==> images/placement.png <==
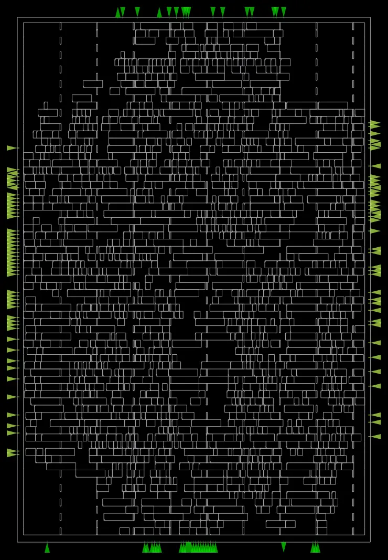
==> images/metal_density.png <==
Drawn at 2 px/µm. The die is cut into 27 by 40 equal tiles; dark blue is low, red is high, scaled to the fullest tile. Values are wire area over tile area, all layers added.
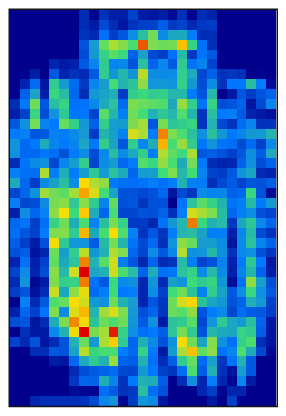
==> images/wires.png <==
Drawn at 2 px/µm. Only two layers are drawn.
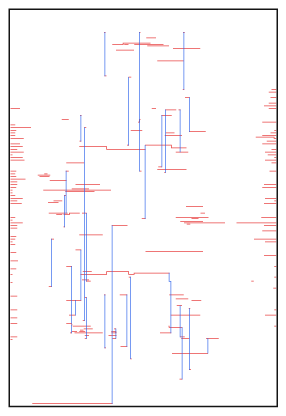
File: src/rtl/activation_array.sv
// Array of NUM_CH integrate-and-fire neurons with windowed spike counting.
// Optional leak: define ACT_LEAK_EN to subtract acc >>> LEAK_SHIFT before each integration.
//
// state | meaning
// ------+-----------------------------------------------------------
// IDLE  | waiting for start; accumulators and counts are zero
// RUN   | accepting input current vectors until num_steps are taken
// DONE  | counts presented on accumulated_spikes until out_ready
module activation_array #(
    parameter int NUM_CH      = 3,
    parameter int DATA_WIDTH  = 16,
    parameter int TIMER_WIDTH = 5,
    parameter int LEAK_SHIFT  = 4
) (
    input  logic                            clk,
    input  logic                            rst,
    input  logic                            start,
    input  logic [TIMER_WIDTH-1:0]          num_steps,
    input  logic [NUM_CH*DATA_WIDTH-1:0]    threshold,
    input  logic                            in_valid,
    output logic                            in_ready,
    input  logic [NUM_CH*DATA_WIDTH-1:0]    membrane_potential,
    output logic [NUM_CH-1:0]               spike,
    output logic                            out_valid,
    input  logic                            out_ready,
    output logic [NUM_CH*TIMER_WIDTH-1:0]   accumulated_spikes,
    output logic                            busy
);

    localparam int ACC_W = DATA_WIDTH + 2;

    typedef enum logic [1:0] {IDLE, RUN, DONE} state_t;

    state_t                        state, state_nxt;
    logic [TIMER_WIDTH-1:0]        step_cnt;
    logic [TIMER_WIDTH-1:0]        num_steps_q;
    logic signed [DATA_WIDTH-1:0]  thr_q   [NUM_CH];
    logic signed [ACC_W-1:0]       acc     [NUM_CH];
    logic signed [ACC_W-1:0]       acc_nxt [NUM_CH];
    logic [TIMER_WIDTH-1:0]        cnt     [NUM_CH];
    logic [NUM_CH-1:0]             fire;
    logic                          accept;
    logic                          last_step;

    if (LEAK_SHIFT < 0 || LEAK_SHIFT >= ACC_W) begin : g_bad_leak
        $error("activation_array: LEAK_SHIFT out of range");
    end

    assign in_ready  = (state == RUN);
    assign out_valid = (state == DONE);
    assign busy      = (state != IDLE);
    assign accept    = in_valid && in_ready;
    assign last_step = (TIMER_WIDTH'(step_cnt + 1'b1) == num_steps_q);

    for (genvar g = 0; g < NUM_CH; g++) begin : g_ch
        logic signed [DATA_WIDTH-1:0] din;
        logic signed [ACC_W-1:0]      acc_base;
        logic signed [ACC_W:0]        sum;
        logic signed [ACC_W-1:0]      acc_sat;
        logic signed [ACC_W-1:0]      thr_ext;
        logic                         thr_pos;

        assign din = membrane_potential[g*DATA_WIDTH +: DATA_WIDTH];
`ifdef ACT_LEAK_EN
        assign acc_base = acc[g] - (acc[g] >>> LEAK_SHIFT);
`else
        assign acc_base = acc[g];
`endif
        assign sum = {acc_base[ACC_W-1], acc_base}
                   + {{(ACC_W + 1 - DATA_WIDTH){din[DATA_WIDTH-1]}}, din};

        // Top two sum bits disagree only on overflow; clamp instead of wrapping.
        always_comb begin
            acc_sat = sum[ACC_W-1:0];
            if (sum[ACC_W] != sum[ACC_W-1])
                acc_sat = sum[ACC_W] ? {1'b1, {(ACC_W-1){1'b0}}} : {1'b0, {(ACC_W-1){1'b1}}};
        end

        assign thr_ext    = {{(ACC_W - DATA_WIDTH){thr_q[g][DATA_WIDTH-1]}}, thr_q[g]};
        assign thr_pos    = !thr_q[g][DATA_WIDTH-1] && (thr_q[g] != '0);
        assign fire[g]    = thr_pos && (acc_sat >= thr_ext);
        assign acc_nxt[g] = fire[g] ? (acc_sat - thr_ext) : acc_sat;

        assign accumulated_spikes[g*TIMER_WIDTH +: TIMER_WIDTH] = cnt[g];
    end

    always_comb begin
        state_nxt = state;
        case (state)
            IDLE: if (start) state_nxt = (num_steps == '0) ? DONE : RUN;
            RUN:  if (accept && last_step) state_nxt = DONE;
            DONE: if (out_ready) state_nxt = IDLE;
            default: state_nxt = IDLE;
        endcase
    end

    always_ff @(posedge clk) begin
        if (rst) begin
            state       <= IDLE;
            step_cnt    <= '0;
            num_steps_q <= '0;
            spike       <= '0;
            for (int i = 0; i < NUM_CH; i++) begin
                thr_q[i] <= '0;
                acc[i]   <= '0;
                cnt[i]   <= '0;
            end
        end else begin
            state <= state_nxt;
            spike <= '0;
            case (state)
                IDLE: begin
                    if (start) begin
                        num_steps_q <= num_steps;
                        step_cnt    <= '0;
                        for (int i = 0; i < NUM_CH; i++)
                            thr_q[i] <= threshold[i*DATA_WIDTH +: DATA_WIDTH];
                    end
                end
                RUN: begin
                    if (accept) begin
                        step_cnt <= step_cnt + 1'b1;
                        spike    <= fire;
                        for (int i = 0; i < NUM_CH; i++) begin
                            acc[i] <= acc_nxt[i];
                            if (fire[i]) cnt[i] <= cnt[i] + 1'b1;
                        end
                    end
                end
                DONE: begin
                    if (out_ready) begin
                        step_cnt <= '0;
                        for (int i = 0; i < NUM_CH; i++) begin
                            acc[i] <= '0;
                            cnt[i] <= '0;
                        end
                    end
                end
                default: ;
            endcase
        end
    end

endmodule

File: config.mk
export PLATFORM = sky130hd
export DESIGN_NAME = activation_array
export DESIGN_NICKNAME = d
export VERILOG_FILES = /design/src/rtl/activation_array.sv
export SDC_FILE = /design/constraint.sdc
export NUM_CORES = 1
export LEC_CHECK = 0
export CORE_ASPECT_RATIO = 1.5
export CORE_MARGIN = 2
export CORE_UTILIZATION = 45
export DETAILED_ROUTE_END_ITERATION = 12
export GPL_TIMING_DRIVEN = 1
export PLACE_DENSITY = 0.66
export SLEW_MARGIN = 20
export SYNTH_ARGS = -nofsm -noshare
export SYNTH_HDL_FRONTEND = slang
export SYNTH_SLANG_ARGS = --single-unit
File: constraint.sdc
create_clock -name clk -period 16 [get_ports clk]
set_input_delay 3.2 -clock clk [delete_from_list [all_inputs] [get_ports clk]]
set_output_delay 3.2 -clock clk [all_outputs]
set_load 0.005 [all_outputs]
==> out/metrics.cfg <==
[status]
outcome = completed

[pwr]
top_power_group = combinational cells
clkPwrFrac = 0.162

[place]
numPlacedInstances = 1657

[routing]
wirelength_met1_um = 11920
route.met2.wl_um = 14830

[clocking]
cts-root-buf = sky130_fd_sc_hd__clkbuf_16
cts.repair.resized = 0
cts.path.max_buffers = 2
insertion_delay_ns = 0.43
h-tree-depth = 4

[finish]
inverters = 76
finalNetCount = 1578
filler_cell_count = 2307
sequential_cell_area_mm2 = 0.003814
final_cell_mix = 126 x sky130_fd_sc_hd__clkdlybuf4s50_1, 118 x sky130_fd_sc_hd__ha_1, 117 x sky130_fd_sc_hd__edfxtp_1
nonClockBufferCount = 129

[synth]
synth_warnings = 0
post_synth_mux_area_share = 0.01099
synth.top_cells.by_area = sky130_fd_sc_hd__edfxtp_1 31%, sky130_fd_sc_hd__ha_1 13%, sky130_fd_sc_hd__o21ai_0 3.9%
largest_area_cell = sky130_fd_sc_hd__edfxtp_1
synth-cells-yosys = 1232

[worst_setup_path]
critical_path.n_buffers_inverters = 2
max_stage_delay_ns = 0.68
cp_common_cell = sky130_fd_sc_hd__ha_1
cp_top_family = AND-OR/OR-AND gates

[grt]
largest_net_degree_at_the_start_of_global_routing = 54
gr-total-overflow = 0

[final_timing]
report.final.hold_viol_count = 0
clock.fmax_mhz = 99.34

[flow_run]
stage_log_warnings = 29

Notes on placement.png above:
final instance count without filler cells: 1689
placement row count: 71
Post-Route Utilization: 0.5387

Notes on metal_density.png above:
mean over tiles: 0.17
fullest tile: 0.64
tiles over half the peak: 14%

Notes on wires.png above:
| colour | layer | wire length |
|---|---|---|
| blue | metal 4 | 873 µm |
| red | metal 3 | 1030 µm |
vias: 9628
overall global routing resource usage: 0.2214
post-detailed-route wirelength per cell: 16.96 µm
drt total wl: 28650 µm

